### Cell placement

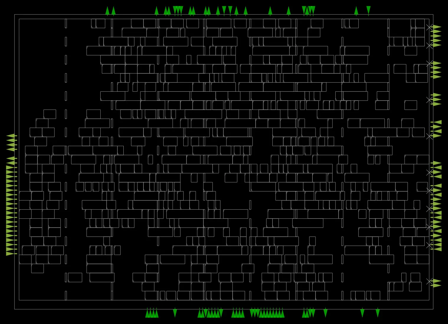
### Gate-type map

Drawn at 4 px/micron.
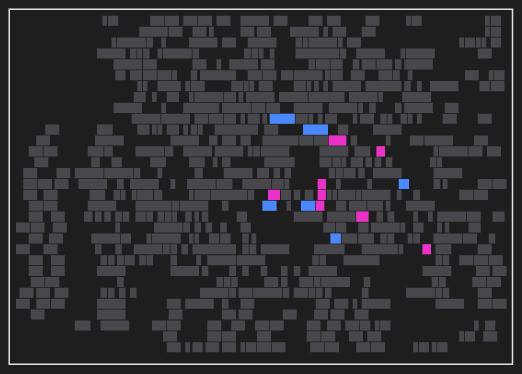
$ cat src/rtl/enc424j600_reg_arb.sv
// Round-robin register-access arbiter for the ENC424J600 SPI master.
// Builds unbanked RCRU/WCRU 3-byte commands and returns one tagged response per request.
module enc424j600_reg_arb #(
  parameter logic [7:0]  RCRU_OP   = 8'h20,
  parameter logic [7:0]  WCRU_OP   = 8'h22,
  parameter logic [10:0] NBYTE_NUM = 11'd3
) (
  input  logic        clk,
  input  logic        rst,
  input  logic        req0_valid,
  output logic        req0_ready,
  input  logic        req0_write,
  input  logic [7:0]  req0_addr,
  input  logic [15:0] req0_wdata,
  input  logic        req1_valid,
  output logic        req1_ready,
  input  logic        req1_write,
  input  logic [7:0]  req1_addr,
  input  logic [15:0] req1_wdata,
  output logic        rsp_valid,
  output logic        rsp_id,
  output logic        rsp_write,
  output logic [15:0] rsp_rdata,
  output logic [15:0] m_opbyte,
  output logic        m_opbyte_valid,
  output logic [10:0] m_nbyte_num,
  output logic [7:0]  m_wrdat_byte,
  output logic        m_wrdat_valid,
  input  logic        m_wrdat_ready,
  input  logic [7:0]  m_rddat_byte,
  input  logic        m_rddat_valid,
  input  logic        m_txn_done
);

  typedef enum logic [1:0] {
    IDLE = 2'd0,
    CMD  = 2'd1,
    XFER = 2'd2,
    RESP = 2'd3
  } state_t;

  state_t      state_r, state_nxt;
  logic        last_grant_r, last_grant_nxt;
  logic        id_r, id_nxt;
  logic        write_r, write_nxt;
  logic [7:0]  addr_r, addr_nxt;
  logic [15:0] wdata_r, wdata_nxt;
  logic [15:0] rdata_r, rdata_nxt;
  logic [1:0]  wr_cnt_r, wr_cnt_nxt;
  logic [1:0]  rd_cnt_r, rd_cnt_nxt;

  logic        grant0, grant1, accept;
  logic        sel_write;
  logic [7:0]  sel_addr;
  logic [15:0] sel_wdata;

  logic [15:0] opbyte_nxt;
  logic        opbyte_valid_nxt;
  logic [7:0]  wrdat_byte_nxt;
  logic        wrdat_valid_nxt;
  logic        rsp_valid_nxt, rsp_id_nxt, rsp_write_nxt;
  logic [15:0] rsp_rdata_nxt;

  assign m_nbyte_num = NBYTE_NUM;

  // Round-robin pick: on a tie the requester that did not win last time is granted.
  always_comb begin
    grant0 = 1'b0;
    grant1 = 1'b0;
    if (req0_valid && req1_valid) begin
      grant0 = last_grant_r;
      grant1 = ~last_grant_r;
    end else begin
      grant0 = req0_valid;
      grant1 = req1_valid;
    end
  end

  assign accept     = (state_r == IDLE) && (req0_valid || req1_valid);
  assign req0_ready = (state_r == IDLE) && grant0;
  assign req1_ready = (state_r == IDLE) && grant1;
  assign sel_write  = grant1 ? req1_write : req0_write;
  assign sel_addr   = grant1 ? req1_addr  : req0_addr;
  assign sel_wdata  = grant1 ? req1_wdata : req0_wdata;

  // Next-state and next-output logic; every output is registered from these values.
  always_comb begin
    state_nxt        = state_r;
    last_grant_nxt   = last_grant_r;
    id_nxt           = id_r;
    write_nxt        = write_r;
    addr_nxt         = addr_r;
    wdata_nxt        = wdata_r;
    rdata_nxt        = rdata_r;
    wr_cnt_nxt       = wr_cnt_r;
    rd_cnt_nxt       = rd_cnt_r;
    opbyte_nxt       = m_opbyte;
    opbyte_valid_nxt = 1'b0;
    wrdat_byte_nxt   = m_wrdat_byte;
    wrdat_valid_nxt  = m_wrdat_valid;
    rsp_valid_nxt    = 1'b0;
    rsp_id_nxt       = rsp_id;
    rsp_write_nxt    = rsp_write;
    rsp_rdata_nxt    = rsp_rdata;
    case (state_r)
      IDLE: begin
        if (accept) begin
          id_nxt           = grant1;
          last_grant_nxt   = grant1;
          write_nxt        = sel_write;
          addr_nxt         = sel_addr;
          wdata_nxt        = sel_wdata;
          rdata_nxt        = 16'h0000;
          wr_cnt_nxt       = 2'd0;
          rd_cnt_nxt       = 2'd0;
          opbyte_nxt       = {sel_addr, (sel_write ? WCRU_OP : RCRU_OP)};
          opbyte_valid_nxt = 1'b1;
          state_nxt        = CMD;
        end else begin
          state_nxt = IDLE;
        end
      end
      CMD: begin
        wrdat_valid_nxt = write_r;
        wrdat_byte_nxt  = write_r ? wdata_r[7:0] : 8'h00;
        state_nxt       = XFER;
      end
      XFER: begin
        if (write_r && m_wrdat_valid && m_wrdat_ready) begin
          if (wr_cnt_r == 2'd0) begin
            wrdat_byte_nxt = wdata_r[15:8];
            wr_cnt_nxt     = 2'd1;
          end else begin
            wrdat_valid_nxt = 1'b0;
            wr_cnt_nxt      = 2'd2;
          end
        end else begin
          wr_cnt_nxt = wr_cnt_r;
        end
        // Read bytes arrive low byte first; anything past the second is dropped.
        if (!write_r && m_rddat_valid) begin
          case (rd_cnt_r)
            2'd0: begin
              rdata_nxt[7:0] = m_rddat_byte;
              rd_cnt_nxt     = 2'd1;
            end
            2'd1: begin
              rdata_nxt[15:8] = m_rddat_byte;
              rd_cnt_nxt      = 2'd2;
            end
            default: rd_cnt_nxt = rd_cnt_r;
          endcase
        end else begin
          rd_cnt_nxt = rd_cnt_r;
        end
        if (m_txn_done) begin
          wrdat_valid_nxt = 1'b0;
          rsp_valid_nxt   = 1'b1;
          rsp_id_nxt      = id_r;
          rsp_write_nxt   = write_r;
          rsp_rdata_nxt   = write_r ? 16'h0000 : rdata_nxt;
          state_nxt       = RESP;
        end else begin
          state_nxt = XFER;
        end
      end
      RESP: begin
        state_nxt = IDLE;
      end
      default: begin
        state_nxt = IDLE;
      end
    endcase
  end

  // State and output registers with synchronous reset.
  always_ff @(posedge clk) begin
    if (rst) begin
      state_r        <= IDLE;
      last_grant_r   <= 1'b1;
      id_r           <= 1'b0;
      write_r        <= 1'b0;
      addr_r         <= 8'h00;
      wdata_r        <= 16'h0000;
      rdata_r        <= 16'h0000;
      wr_cnt_r       <= 2'd0;
      rd_cnt_r       <= 2'd0;
      m_opbyte       <= 16'h0000;
      m_opbyte_valid <= 1'b0;
      m_wrdat_byte   <= 8'h00;
      m_wrdat_valid  <= 1'b0;
      rsp_valid      <= 1'b0;
      rsp_id         <= 1'b0;
      rsp_write      <= 1'b0;
      rsp_rdata      <= 16'h0000;
    end else begin
      state_r        <= state_nxt;
      last_grant_r   <= last_grant_nxt;
      id_r           <= id_nxt;
      write_r        <= write_nxt;
      addr_r         <= addr_nxt;
      wdata_r        <= wdata_nxt;
      rdata_r        <= rdata_nxt;
      wr_cnt_r       <= wr_cnt_nxt;
      rd_cnt_r       <= rd_cnt_nxt;
      m_opbyte       <= opbyte_nxt;
      m_opbyte_valid <= opbyte_valid_nxt;
      m_wrdat_byte   <= wrdat_byte_nxt;
      m_wrdat_valid  <= wrdat_valid_nxt;
      rsp_valid      <= rsp_valid_nxt;
      rsp_id         <= rsp_id_nxt;
      rsp_write      <= rsp_write_nxt;
      rsp_rdata      <= rsp_rdata_nxt;
    end
  end

endmodule

$ cat config.mk
export PLATFORM = sky130hd
export DESIGN_NAME = enc424j600_reg_arb
export DESIGN_NICKNAME = d
export VERILOG_FILES = /design/src/rtl/enc424j600_reg_arb.sv
export SDC_FILE = /design/constraint.sdc
export NUM_CORES = 1
export LEC_CHECK = 0
export ABC_AREA = 0
export CAP_MARGIN = 25
export CORE_ASPECT_RATIO = 0.7
export CORE_UTILIZATION = 34
export DETAILED_ROUTE_END_ITERATION = 6
export GPL_TIMING_DRIVEN = 0
export PLACE_DENSITY = 0.64
export RECOVER_POWER = 25
export SYNTH_ARGS = -nofsm -noshare
export SYNTH_HDL_FRONTEND = slang
export SYNTH_SLANG_ARGS = --single-unit
$ cat constraint.sdc
create_clock -name clk -period 1.9 [get_ports clk]
set_clock_uncertainty 0.1 [all_clocks]
set_input_delay 0.19 -clock clk [delete_from_list [all_inputs] [get_ports clk]]
set_output_delay 0.19 -clock clk [all_outputs]
set_load 0.02 [all_outputs]
==> flow_metrics.env <==
# implementation run metrics
export IMPL_outcome="finished with violations"
export IMPL_failed_checks="DRC"
export IMPL_clk_path_buf_depth=2
export IMPL_drc_errors=11
export IMPL_cp_data_arrival_time_ns=1.91
export IMPL_mux_share=0.1381
export IMPL_timing_setup_tns_ns=0
export IMPL_root_buffer="clkbuf_16"
export IMPL_adder_share=0.006904
export IMPL_grt_pass1_wl_microns=15240
export IMPL_synth_seq_share=0.4363
export IMPL_ant_nets=0
export IMPL_crit_type="register to register"
export IMPL_gp_congestion=0.8101
export IMPL_dp_final_hpwl_microns=7424
export IMPL_critPathMaxStageDelay_ns=0.37
export IMPL_setup_violations_final=0
export IMPL_post_dp_cell_area_sq_um=4897
export IMPL_warnings=27
export IMPL_chip_area_sq_um=11080
export IMPL_cts_buffers=9
export IMPL_ys_types=43
export IMPL_slew_viol_final=0
export IMPL_ys_top_cells_by_count="79 x dfxtp_1, 45 x o21ai_0, 41 x mux2i_1"
export IMPL_clock_fmax_ghz=0.5597
export IMPL_area_leaders="dfxtp_1 44%, mux2i_1 11%, o21ai_0 6.2%, a21oi_1 5.5%, buf_4 4.3%"
export IMPL_path_clk_slew_ns=0.06
export IMPL_start_kind="register"
export IMPL_slowest_stage="or2_2"
export IMPL_cts_sinks=79
export IMPL_xor_share=0
export IMPL_min_path_type="register to register"
export IMPL_p_leak_uw=0.002044
export IMPL_drt_total_wl_microns=9798
export IMPL_max_slew_margin_rel=0.6192
export IMPL_cp_required_ns=2.03
export IMPL_finalCritPeriodShare=0.9403
export IMPL_fin_area_sq_um=5245
export IMPL_track_usage=0.1777
export IMPL_grt_ovfl_total=0
export IMPL_antenna_found_initial=0
export IMPL_fp_util=0.3500
export IMPL_finalHoldViolations=0
export IMPL_syn_cell_area_sq_um=3625
export IMPL_nNetsFinal=593
export IMPL_syn_inst=396
export IMPL_cts_hold_buf=0
export IMPL_grt_pass1_vias=3044
export IMPL_p_per_area_nw_per_um2=942.8
export IMPL_synthArstFlopShare=0
export IMPL_wl_per_cell_microns=14.78
export IMPL_syn_to_final_growth_pct=44.70
export IMPL_num_antenna_cells=0
export IMPL_die_x_microns=125.4
export IMPL_port_buffers=105
export IMPL_synthDominantCellAreaShare=0.4363
export IMPL_ys_cells=396
export IMPL_topCombFamilyByArea="AND-OR/OR-AND gates"
export IMPL_mostFrequentLayoutCells="78 x dfxtp_1, 76 x clkdlybuf4s50_1, 45 x o21ai_0"
export IMPL_ir_worst_vdd_mv=0.4523
export IMPL_routed_via_density=4.900
export IMPL_ys_flops=79
export IMPL_path_cells="inv_1 -> ha_1 -> buf_4 -> or2_2 -> o211a_4 -> o32ai_1"
export IMPL_cts_tree="done"
export IMPL_tightest_slew_ns=0.5711
Back to the opening pictures, 'Cell placement':
Seq/total area: 0.3018
Final Core Density: 0.5065

Back to the opening pictures, 'Gate-type map':
- AND-OR and OR-AND gates: blue (cells 6; where center)
- AND and OR gates: magenta (cells 8; most used and3_1)
Comb/total area: 0.3304
post-route insts no fill: 663
most frequent logic cell in the layout: dfxtp_1

path summary, 6_finish.rpt:
check                                                from  slack (ns)  cells past startpoint                   endpoint
worst min-delay path            rsp_rdata[5]$_SDFFE_PP0P_        0.35                      2  rsp_rdata[5]$_SDFFE_PP0P_
worst max-delay path                state_r[0]$_SDFF_PP0_        0.11                      6    rdata_r[0]$_SDFFE_PP0P_
worst max register to register      state_r[0]$_SDFF_PP0_        0.11                      6    rdata_r[0]$_SDFFE_PP0P_
worst min register to register  rsp_rdata[5]$_SDFFE_PP0P_        0.35                      2  rsp_rdata[5]$_SDFFE_PP0P_
what timing repair did:
item / CTS / global route
resized: 10 / 16
cloned: 0 / 0
endpoints found under the setup margin: 14 / 47
final cells by class:
class / count / area, sq um
fillers: 992 / 5111
multi-input cells: 264 / 1733
flip-flops and latches: 79 / 1583
repair buffers: 105 / 1045
plain buffers: 45 / 299.0
clock buffers: 10 / 229.0
well taps: 132 / 165.2
clock inverters: 6 / 108.9
inverters: 22 / 82.58
flip-flops by register name (all words and copies together) (netlist names), 2 cells and up:
signal / flops
wdata_r: 16
rsp_rdata: 16
rd_cnt_r: 2
wr_cnt_r: 2
m_opbyte: 10
m_wrdat_byte: 8
rdata_r: 16
state_r: 2
routing by layer:
layer | wire length [microns] | track usage | vias to the layer above
met5 | 0 | 0 | -
met4 | 80 | 0.04545 | 0
met3 | 553 | 0.04655 | 8
met2 | 4312 | 0.2803 | 102
met1 | 4851 | 0.2430 | 1515
li1 | - | - | 1624
power breakdown:
group / internal [uW] / switching, uW / total [uW] / leakage (uW)
registers: 1790 / 75.2 / 1870 / 0.000645
clock network: 1280 / 655 / 1940 / 0.000166
logic: 516 / 626 / 1140 / 0.00123
total: 3590 / 1360 / 4940 / 0.00204
No activity file was given, so power comes from the tool's default toggle rates.
